===== config.mk =====
export PLATFORM = sky130hd
export DESIGN_NAME = csel_sub_pipe
export DESIGN_NICKNAME = d
export VERILOG_FILES = /design/src/rtl/csel_sub_pipe_pkg.sv /design/src/rtl/csel_sub_stage.sv /design/src/rtl/csel_sub_pipe.sv
export SDC_FILE = /design/constraint.sdc
export NUM_CORES = 1
export LEC_CHECK = 0
export CORE_ASPECT_RATIO = 1.2
export CORE_MARGIN = 10
export CORE_UTILIZATION = 50
export CTS_CLUSTER_DIAMETER = 30
export CTS_CLUSTER_SIZE = 40
export DETAILED_ROUTE_END_ITERATION = 6
export PLACE_DENSITY = 0.78
export SYNTH_ARGS = -nofsm -noshare
export SYNTH_HDL_FRONTEND = slang
export SYNTH_HIERARCHICAL = 1
export SYNTH_SLANG_ARGS = --single-unit

===== constraint.sdc =====
create_clock -name clk -period 3 [get_ports clk]
set_input_delay 0.45 -clock clk [delete_from_list [all_inputs] [get_ports clk]]
set_output_delay 0.45 -clock clk [all_outputs]
set_load 0.005 [all_outputs]

===== src/rtl/csel_sub_pipe_pkg.sv =====
// +-----------------------------------------------------------------------+
// | csel_sub_pipe_pkg: shared sizing and stage-register type              |
// | Rev 1.0                                                               |
// +-----------------------------------------------------------------------+
`default_nettype none

package csel_sub_pipe_pkg;

   localparam int DEF_OPERAND_SIZE = 16;
   localparam int DEF_BLOCK_SIZE   = 4;

   // carry is the true adder carry (not borrow) out of the block this stage processed
   typedef struct packed {
      logic                        valid;
      logic                        carry;
      logic [DEF_OPERAND_SIZE-1:0] diff;
      logic [DEF_OPERAND_SIZE-1:0] a;
      logic [DEF_OPERAND_SIZE-1:0] b;
   } stage_reg_t;

   // carry=1 makes an idle output report Bout=0
   localparam stage_reg_t STAGE_IDLE = '{valid: 1'b0, carry: 1'b1, diff: '0, a: '0, b: '0};

endpackage

`default_nettype wire


===== src/rtl/csel_sub_stage.sv =====
// +-----------------------------------------------------------------------+
// | csel_sub_stage: one carry-select block, both carry-ins precomputed    |
// | Rev 1.0                                                               |
// +-----------------------------------------------------------------------+
`default_nettype none

module csel_sub_stage
   import csel_sub_pipe_pkg::*;
#(
   parameter int BLOCK_SIZE = DEF_BLOCK_SIZE
) (
   input  logic [BLOCK_SIZE-1:0] a_blk,
   input  logic [BLOCK_SIZE-1:0] b_blk,
   input  logic                  cin,
   output logic [BLOCK_SIZE-1:0] diff_blk,
   output logic                  cout
);

   logic [BLOCK_SIZE:0] w_sum0;
   logic [BLOCK_SIZE:0] w_sum1;

   // subtraction as a + ~b; the select picks the +1 variant when carry-in is set
   assign w_sum0 = {1'b0, a_blk} + {1'b0, ~b_blk};
   assign w_sum1 = {1'b0, a_blk} + {1'b0, ~b_blk} + (BLOCK_SIZE+1)'(1);

   assign {cout, diff_blk} = cin ? w_sum1 : w_sum0;

endmodule

`default_nettype wire


===== src/rtl/csel_sub_pipe.sv =====
// +-----------------------------------------------------------------------+
// | csel_sub_pipe: pipelined carry-select subtractor, one block per stage |
// | Rev 1.0                                                               |
// +-----------------------------------------------------------------------+
`default_nettype none

module csel_sub_pipe
   import csel_sub_pipe_pkg::*;
#(
   parameter int OPERAND_SIZE = DEF_OPERAND_SIZE,
   parameter int BLOCK_SIZE   = DEF_BLOCK_SIZE
) (
   input  logic                    clk,
   input  logic                    rst_n,
   input  logic                    in_valid,
   output logic                    in_ready,
   input  logic [OPERAND_SIZE-1:0] A,
   input  logic [OPERAND_SIZE-1:0] B,
   input  logic                    Bin,
   output logic                    out_valid,
   input  logic                    out_ready,
   output logic [OPERAND_SIZE-1:0] Dout,
   output logic                    Bout,
   output logic                    Ovf
);

   localparam int NUM_STAGES = OPERAND_SIZE / BLOCK_SIZE;
   localparam int MSB        = OPERAND_SIZE - 1;

   // stage registers are typed from the package, so the operand width must match it
   if ((OPERAND_SIZE % BLOCK_SIZE) != 0 || OPERAND_SIZE != DEF_OPERAND_SIZE) begin : g_cfg_check
      $error("csel_sub_pipe: unsupported OPERAND_SIZE/BLOCK_SIZE combination");
   end

   stage_reg_t                             r_stg [NUM_STAGES];
   stage_reg_t                             w_src [NUM_STAGES];
   logic [NUM_STAGES-1:0][BLOCK_SIZE-1:0]  w_blk_diff;
   logic [NUM_STAGES-1:0]                  w_blk_cout;
   logic                                   w_advance;

   assign w_advance = !out_valid || out_ready;
   assign in_ready  = w_advance;

   always_comb begin
      w_src[0]       = STAGE_IDLE;
      w_src[0].valid = in_valid;
      w_src[0].carry = ~Bin;
      w_src[0].diff  = '0;
      w_src[0].a     = A;
      w_src[0].b     = B;
      for (int k = 1; k < NUM_STAGES; k++) begin
         w_src[k] = r_stg[k-1];
      end
   end

   for (genvar k = 0; k < NUM_STAGES; k++) begin : g_stage
      csel_sub_stage #(
         .BLOCK_SIZE (BLOCK_SIZE)
      ) u_stage (
         .a_blk    (w_src[k].a[k*BLOCK_SIZE +: BLOCK_SIZE]),
         .b_blk    (w_src[k].b[k*BLOCK_SIZE +: BLOCK_SIZE]),
         .cin      (w_src[k].carry),
         .diff_blk (w_blk_diff[k]),
         .cout     (w_blk_cout[k])
      );
   end

   // every stage shifts in lock-step, so a stalled output freezes the whole pipe
   always_ff @(posedge clk or negedge rst_n) begin
      if (!rst_n) begin
         for (int k = 0; k < NUM_STAGES; k++) begin
            r_stg[k] <= STAGE_IDLE;
         end
      end else if (w_advance) begin
         for (int k = 0; k < NUM_STAGES; k++) begin
            r_stg[k]                                <= w_src[k];
            r_stg[k].carry                          <= w_blk_cout[k];
            r_stg[k].diff[k*BLOCK_SIZE +: BLOCK_SIZE] <= w_blk_diff[k];
         end
      end
   end

   assign out_valid = r_stg[NUM_STAGES-1].valid;
   assign Dout      = r_stg[NUM_STAGES-1].diff;
   assign Bout      = ~r_stg[NUM_STAGES-1].carry;
   assign Ovf       = (r_stg[NUM_STAGES-1].a[MSB] != r_stg[NUM_STAGES-1].b[MSB]) &&
                      (r_stg[NUM_STAGES-1].diff[MSB] != r_stg[NUM_STAGES-1].a[MSB]);

endmodule

`default_nettype wire


==> run summary <==
run metrics: worst setup path endpoint=r_stg[198], and+or+nand+nor area frac=0.0676, CP top delay family=adder cells, crit share post-route=0.838, dpl cell area=5430 µm², Top non-seq family=multiplexers, Worst-Margin Slew=0.681 ns, Core ar.=9520 µm², synthesized flop and latch total=98, final setup fails=0, Clock Tree Root=clkbuf_16, DR WL met2=4.07 mm, overall power=6.03 mW, Yosys warnings=6, H-tree Lvls=3, DRC=0, cts bufs inserted=9, design area=5690 µm², layout cells sized above 1=0.301, DIE WIDTH=110 µm, Hold Crit Class=in -> async, CP Max Fanout=4, Clk power=1.03 mW, Hold Vio Cnt, Final=0, Period minus WS final=2.51 ns, post-synth cell types=28, Reg power frac=0.376, Worst path max stage delay=0.54 ns, DR vias/cell=5.35, crit-path cells=clkdlybuf4s50_1, inv_1, ha_1, fa_1, ha_1, a21oi_1, a211oi_1, a21oi_1, nor4_2, mux2_2, pre-CTS WS=0.163 ns, Yosys chip area=4880 µm², most instantiated logic cells after routing=dfrtp_1, mux2_2, clkdlybuf4s50_1, Avg Inst Size Synth=13.4 µm², sum of negative setup slack=0 ns, setup repair bufs after CTS=0, WS Path Type=in -> reg, flip-flops with a built-in enable=0, CTS resizes=0, max_cap viols=0, Post-synth seq share=0.503, CP arrival=2.80 ns, tool warnings=26, Starting Density=0.513, GP Congestion=0.781, grt met3 use=0.0402, Sw Pwr=1.93 mW, Most used DFF post-synth=dfrtp_1, AND-OR/OR-AND Cells, Area Fraction=0.0361, Reg clk slew, reported paths=0.06 ns, Setup WS post-layout=0.487 ns, Pwr top=combinational cells, die height=128 µm, vias in the first global route=3,028, DR pass1 iterations=4, clk buf depth=2, TritonCTS Sinks=98, Placement Rows=39, first-pass GRT wire length=14.2 mm, # nets final=465, syn nets=426, grt met2 use=0.214, dominant logic cell type in the layout=dfrtp_1, Clock Latency Late Sink=0.34 ns, Startpoint Class=input port, R2R depth=8, post-route ant nets=0, placed cells=516, worst hold slack=0.155 ns, Post-Syn Area=4880 µm², R2R Path Start=r_stg[78], Post-Synth Adder-Cell Area=0.0676, initial antenna violation count=0, Die ar.=14,100 µm², clock power share=0.170, cell internal pwr=4.10 mW, CTS tree=built, asr flop ratio synth=1.00, Comb group=2.73 mW, worst vdd ir=354 µV, r2r setup slk=0.65 ns, Layout Skew=0.00495 ns, Most Used Layer, Global Route=met2, Synth mux share=0.239, status=finished clean, Area Growth Syn to Fin=16.6%, grt met1 use=0.142, Max-Slew Margin vs Limit=0.546, GRT overflow=0, uppermost routed layer=met4
cell type report:
class                           count  area (µm²)
Fill cell                         780        3820
Sequential cell                    98        2460
Multi-Input combinational cell    218        2140
Timing Repair Buffer               59         606
Clock buffer                       12         236
Tap cell                          123         154
Inverter                           18        67.6
Clock inverter                      4        28.8
Yosys cell counts, drive strengths merged (5+ instances only):
cell / count / area share
dfrtp: 94 / 0.48
mux2: 101 / 0.24
buf: 31 / 0.044
xnor2: 8 / 0.014
ha: 20 / 0.051
inv: 18 / 0.014
nand2: 5 / 0.0038
nor2: 8 / 0.0061
a211oi: 8 / 0.012
xor2: 8 / 0.014
nand4: 8 / 0.010
a21oi: 16 / 0.016
sequential cells by signal, indices dropped and copies added (netlist names):
name       flops
Dout          16
out_valid      1
r_stg         81
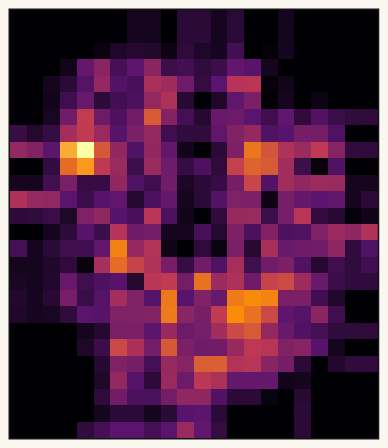
(images/route_heat.png)
22 x 26 tiles, from black (low) to pale yellow (high), scaled to the fullest tile. Values are wire area over tile area, all layers added.
emptiest ninth of the die: top right
nearly empty tiles: 26%
tiles over half the peak: 6.6%
drt wl/cell: 15.2 µm
GR Util All Layers: 0.126
via count: 2,847
Total Routed Length: 8.08 mm

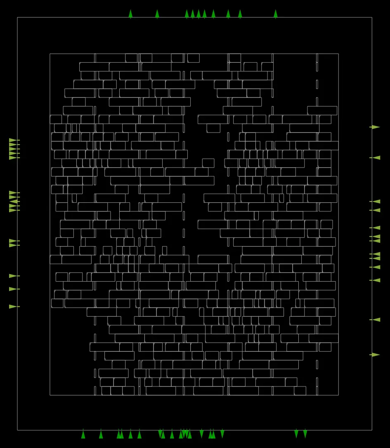
(images/placed.png)
Final Non-Filler Cells: 532
sequential share of cell area: 0.432

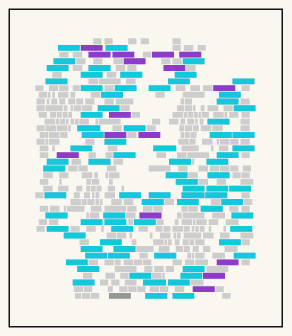
(images/ff_map.png)
| name in the netlist | colour | flops |
|---|---|---|
| r_stg | cyan | 81 |
| Dout | purple | 16 |
not coloured: 1
register area: 2460 µm²
Layout Utilization: 0.598
P_seq: 2.27 mW

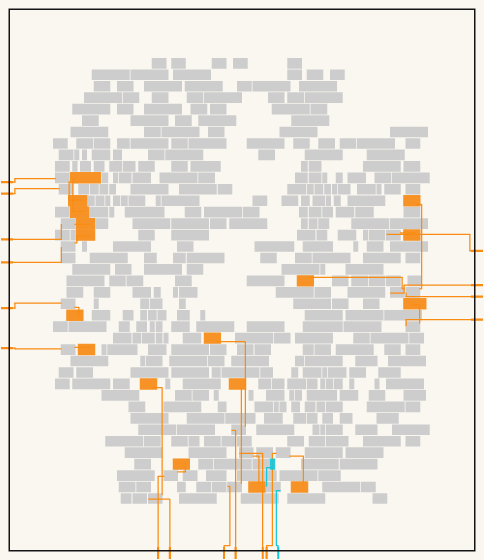
(images/port_trees.png)
| port | colour | bits | direction | end cells | buffers | wire |
|---|---|---|---|---|---|---|
| Bout | cyan | 1 | output | 1 | 1 | 21.2 µm |
| A | orange | 16 | input | 17 | 16 | 485 µm |
IO buf count: 56
IO Count: 57

Power is estimated from default activity; no workload was simulated.
